`src/rtl/uart_rx.sv`:
```
// uart_rx: 8N1 UART receiver, LSB first, with a one-entry valid/ready
// output buffer. The serial input is synchronized with two flops and every
// decision is made on the synchronized line (rxs).
//
// Optional feature macro: UART_RX_PARITY_EN
//   Defined: an even-parity bit is expected between data bit 7 and the stop
//            bit. A mismatch pulses parity_err_o and drops the byte.
//   Undefined: plain 8N1 framing, and parity_err_o is tied to 0.
//
// Ports:
//   clk_i        system clock
//   rst_i        synchronous reset, active-high
//   rx_i         asynchronous serial line, idle high
//   data_o       received byte, stable while valid_o is high
//   valid_o      byte available
//   ready_i      consumer accepts the byte when valid_o & ready_i
//   frame_err_o  1-cycle pulse: stop bit sampled low
//   overrun_o    1-cycle pulse: byte completed while the buffer was full
//   parity_err_o 1-cycle pulse: even-parity mismatch
//
// FSM states:
//   state    | meaning
//   S_IDLE   | line idle, waiting for rxs to go low
//   S_START  | timing to the middle of the start bit to confirm it
//   S_DATA   | sampling the 8 data bits, one per bit period
//   S_PARITY | sampling the parity bit (parity build only)
//   S_STOP   | sampling the stop bit, then deliver or flag a framing error
//   S_BREAK  | line held low after a bad stop bit, waiting for it to rise

module uart_rx #(
  parameter int CLKS_PER_BIT = 868
) (
  input  logic       clk_i,
  input  logic       rst_i,
  input  logic       rx_i,
  output logic [7:0] data_o,
  output logic       valid_o,
  input  logic       ready_i,
  output logic       frame_err_o,
  output logic       overrun_o,
  output logic       parity_err_o
);

  localparam int CW = $clog2(CLKS_PER_BIT);
  localparam logic [CW-1:0] HALF_M1 = CW'(CLKS_PER_BIT / 2 - 1);
  localparam logic [CW-1:0] FULL_M1 = CW'(CLKS_PER_BIT - 1);

  typedef enum logic [2:0] {
    S_IDLE,
    S_START,
    S_DATA,
    S_PARITY,
    S_STOP,
    S_BREAK
  } state_t;

  state_t          state, state_nxt;
  logic            rx_meta, rxs;
  logic [CW-1:0]   cnt;
  logic [2:0]      bit_idx;
  logic [7:0]      shreg;
  logic            cnt_clr;
  logic            bit_clr;
  logic            shift_en;
  logic            stop_tick;
  logic            par_ok;
  logic            deliver;

`ifdef UART_RX_PARITY_EN
  logic            par_bit;
  logic            par_cap;
`endif

  always_ff @(posedge clk_i) begin
    if (rst_i) begin
      rx_meta <= 1'b1;
      rxs     <= 1'b1;
    end else begin
      rx_meta <= rx_i;
      rxs     <= rx_meta;
    end
  end

  always_ff @(posedge clk_i) begin
    if (rst_i) begin
      state <= S_IDLE;
    end else begin
      state <= state_nxt;
    end
  end

  always_comb begin
    state_nxt = state;
    cnt_clr   = 1'b0;
    bit_clr   = 1'b0;
    shift_en  = 1'b0;
    stop_tick = 1'b0;
`ifdef UART_RX_PARITY_EN
    par_cap   = 1'b0;
`endif
    case (state)
      S_IDLE: begin
        cnt_clr = 1'b1;
        if (!rxs) state_nxt = S_START;
      end
      S_START: begin
        if (cnt == HALF_M1) begin
          cnt_clr = 1'b1;
          if (!rxs) begin
            bit_clr   = 1'b1;
            state_nxt = S_DATA;
          end else begin
            // line went back high before mid start bit: treat as glitch
            state_nxt = S_IDLE;
          end
        end
      end
      S_DATA: begin
        if (cnt == FULL_M1) begin
          cnt_clr  = 1'b1;
          shift_en = 1'b1;
          if (bit_idx == 3'd7) begin
`ifdef UART_RX_PARITY_EN
            state_nxt = S_PARITY;
`else
            state_nxt = S_STOP;
`endif
          end
        end
      end
      S_PARITY: begin
        if (cnt == FULL_M1) begin
          cnt_clr   = 1'b1;
`ifdef UART_RX_PARITY_EN
          par_cap   = 1'b1;
`endif
          state_nxt = S_STOP;
        end
      end
      S_STOP: begin
        if (cnt == FULL_M1) begin
          cnt_clr   = 1'b1;
          stop_tick = 1'b1;
          state_nxt = rxs ? S_IDLE : S_BREAK;
        end
      end
      S_BREAK: begin
        cnt_clr = 1'b1;
        if (rxs) state_nxt = S_IDLE;
      end
      default: state_nxt = S_IDLE;
    endcase
  end

`ifdef UART_RX_PARITY_EN
  // even parity: data bits plus parity bit must XOR to zero
  assign par_ok = ~(^{shreg, par_bit});
`else
  assign par_ok = 1'b1;
`endif

  assign deliver = stop_tick & rxs & par_ok;

  always_ff @(posedge clk_i) begin
    if (rst_i) begin
      cnt     <= '0;
      bit_idx <= '0;
      shreg   <= '0;
    end else begin
      cnt <= cnt_clr ? '0 : cnt + CW'(1);
      if (bit_clr) begin
        bit_idx <= '0;
      end else if (shift_en) begin
        bit_idx <= bit_idx + 3'd1;
      end
      // shift in from the MSB so the first (LSB) bit ends up in bit 0
      if (shift_en) shreg <= {rxs, shreg[7:1]};
    end
  end

`ifdef UART_RX_PARITY_EN
  always_ff @(posedge clk_i) begin
    if (rst_i) begin
      par_bit      <= 1'b0;
      parity_err_o <= 1'b0;
    end else begin
      if (par_cap) par_bit <= rxs;
      // flagged even when the stop bit also fails, so both pulses coincide
      parity_err_o <= stop_tick & ~par_ok;
    end
  end
`else
  assign parity_err_o = 1'b0;
`endif

  always_ff @(posedge clk_i) begin
    if (rst_i) begin
      data_o      <= 8'h00;
      valid_o     <= 1'b0;
      frame_err_o <= 1'b0;
      overrun_o   <= 1'b0;
    end else begin
      frame_err_o <= stop_tick & ~rxs;
      overrun_o   <= deliver & valid_o & ~ready_i;
      // a byte accepted this cycle frees the slot for the new byte
      if (deliver && (!valid_o || ready_i)) begin
        data_o  <= shreg;
        valid_o <= 1'b1;
      end else if (valid_o && ready_i) begin
        valid_o <= 1'b0;
      end
    end
  end

endmodule
```
`config.mk`:
```
export PLATFORM = sky130hd
export DESIGN_NAME = uart_rx
export DESIGN_NICKNAME = d
export VERILOG_FILES = /design/src/rtl/uart_rx.sv
export SDC_FILE = /design/constraint.sdc
export NUM_CORES = 1
export LEC_CHECK = 0
export ABC_CLOCK_PERIOD_IN_PS = 3100
export CORE_ASPECT_RATIO = 1.1
export CORE_UTILIZATION = 45
export DETAILED_ROUTE_END_ITERATION = 10
export PLACE_DENSITY = 0.68
export SLEW_MARGIN = 40
export SYNTH_ARGS = -nofsm -noshare
export SYNTH_HDL_FRONTEND = slang
export SYNTH_SLANG_ARGS = --single-unit
```
`constraint.sdc`:
```
create_clock -name clk_i -period 3.1 [get_ports clk_i]
set_input_delay 0.62 -clock clk_i [delete_from_list [all_inputs] [get_ports clk_i]]
set_output_delay 0.62 -clock clk_i [all_outputs]
set_load 0.1 [all_outputs]
```
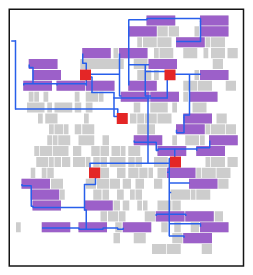
clk_routes.png
Drawn at 4 px/micron.
red -> clock drivers  # count 5
purple -> flip-flops  # count 37
blue -> clock wires  # length 401 microns
flops lie = spread over the die
routed clock nets = 6

==> highlights.md <==
## Outcome
* **status** finished clean

## Yosys
* **Multiplexer share** 11.5%
* **Top logic family** simple AND/OR/NAND/NOR gates
* **Post-Synth XOR/XNOR Area** 5.60%
* **Post-Synthesis Cells** 166

## Global route
* **via count of the first global-routing pass** 1139
* **pin count of the biggest net entering global routing** 28
* **initial antenna violation count** 0

## STA
* **worst clock skew** 0.0124 ns
* **Worst slew margin** 56.1%
* **post-route setup slack** 0.620 ns
* **worst hold-check slack** 0.431 ns
* **final total negative setup slack** 0 ns
* **unrepaired setup endpoints after global routing** false

## Die
* **Die Span Y** 63.8 microns
* **Rows** 22
* **total I/O pin count** 16
* **Die ar.** 3720 sq um
* **Core ar.** 3330 sq um

## Worst hold path
* **critical hold path startpoint** rx_meta

## Final layout
* **final standard cell area without fillers** 1790 sq um
* **area used by multi-input combinational logic** 759 sq um
* **top logic cell by instance count in the layout** sky130_fd_sc_hd__dfxtp_1
* **area added between synthesis and finish** 14.3%

## Route
* **vias per inst** 4.93
* **Via Count** 1133
* **initial drt markers** 40

## CTS
* **cts bufs inserted** 5
* **count of instances resized after the clock tree is built** 0

## Critical path
* **Reg2Reg Launch Point** cnt[8]
* **cell with the largest stage delay on the worst path** sky130_fd_sc_hd__or4b_1
* **instance count on the critical path** 5
* **register-to-register path setup slack** 0.62 ns
* **data arrival time of the critical path** 2.71 ns

## Flow run
* **max-cap violation count** 0

## Placement
* **placement-stage cell area** 1700 sq um

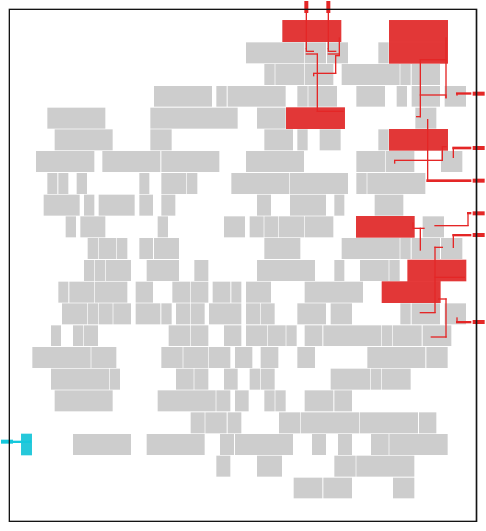
io_fan.png
Drawn at 8 px/micron.
red -> data_o  # bits 8, direction output, edge 6 right, 2 top, end cells 8, buffers 8, wire 120 microns
cyan -> parity_err_o  # bits 1, direction output, edge left, end cells 1, buffers 0, wire 2.20 microns

## cell usage after synthesis (all sizes together)
cell	number	area (sq um)
dfxtp	37	741
nor2	31	116
mux2i	18	180
nor3	8	40.0
nand3	6	30.0
nor4	6	37.5
a21oi	5	25.0
inv	5	18.8
o21ai	5	25.0
xnor2	5	43.8
xor2	5	43.8
clkbuf	4	15.0
ha	4	50.1
or3	4	25.0
buf	3	30.0
nand2	3	11.3
nand2b	2	12.5
nand4	2	12.5
or2	2	12.5
or3b	2	20.0
or4	2	18.8
a211oi	1	7.51
conb	1	3.75
nand4bb	1	11.3
o21a	1	7.51
o22a	1	8.76
o22ai	1	6.26
or4b	1	10.0
## sequential cells by signal, summed over array words and instances, names as in the netlist
name         count
data_o           8
state            3
bit_idx          3
cnt             10
shreg            8
rx_meta          1
rxs              1
valid_o          1
overrun_o        1
frame_err_o      1
## final cells by class
type	count	area share [%]
inverters	5	1.05
clock inverters	2	2.10
multi-input cells	117	42.5
flip-flops and latches	37	41.4
clock buffers	6	2.87
well taps	48	3.36
repair buffers	15	6.72
## worst register-to-register path: cells and delay by family, from the launching register on
family / cells / cell delay (ns)
simple gates: 4 / 1.75
flops: 1 / 0.38
mux: 1 / 0.25
## where the power goes
| group | switching, mW | internal [mW] |
|---|---|---|
| Combinational | 0.0460 | 0.0287 |
| Clock | 0.154 | 0.192 |
| Sequential | 0.0152 | 0.485 |
| Total | 0.215 | 0.705 |
## per-layer routing
layer,global-route usage (%),wire length (microns),vias to the layer above
met5,0,0,-
met4,5.36,33,0
met3,5.47,96,4
met2,28.9,1320,19
met1,19.4,1180,507
li1,-,-,603
Power and IR drop assume default switching activity.
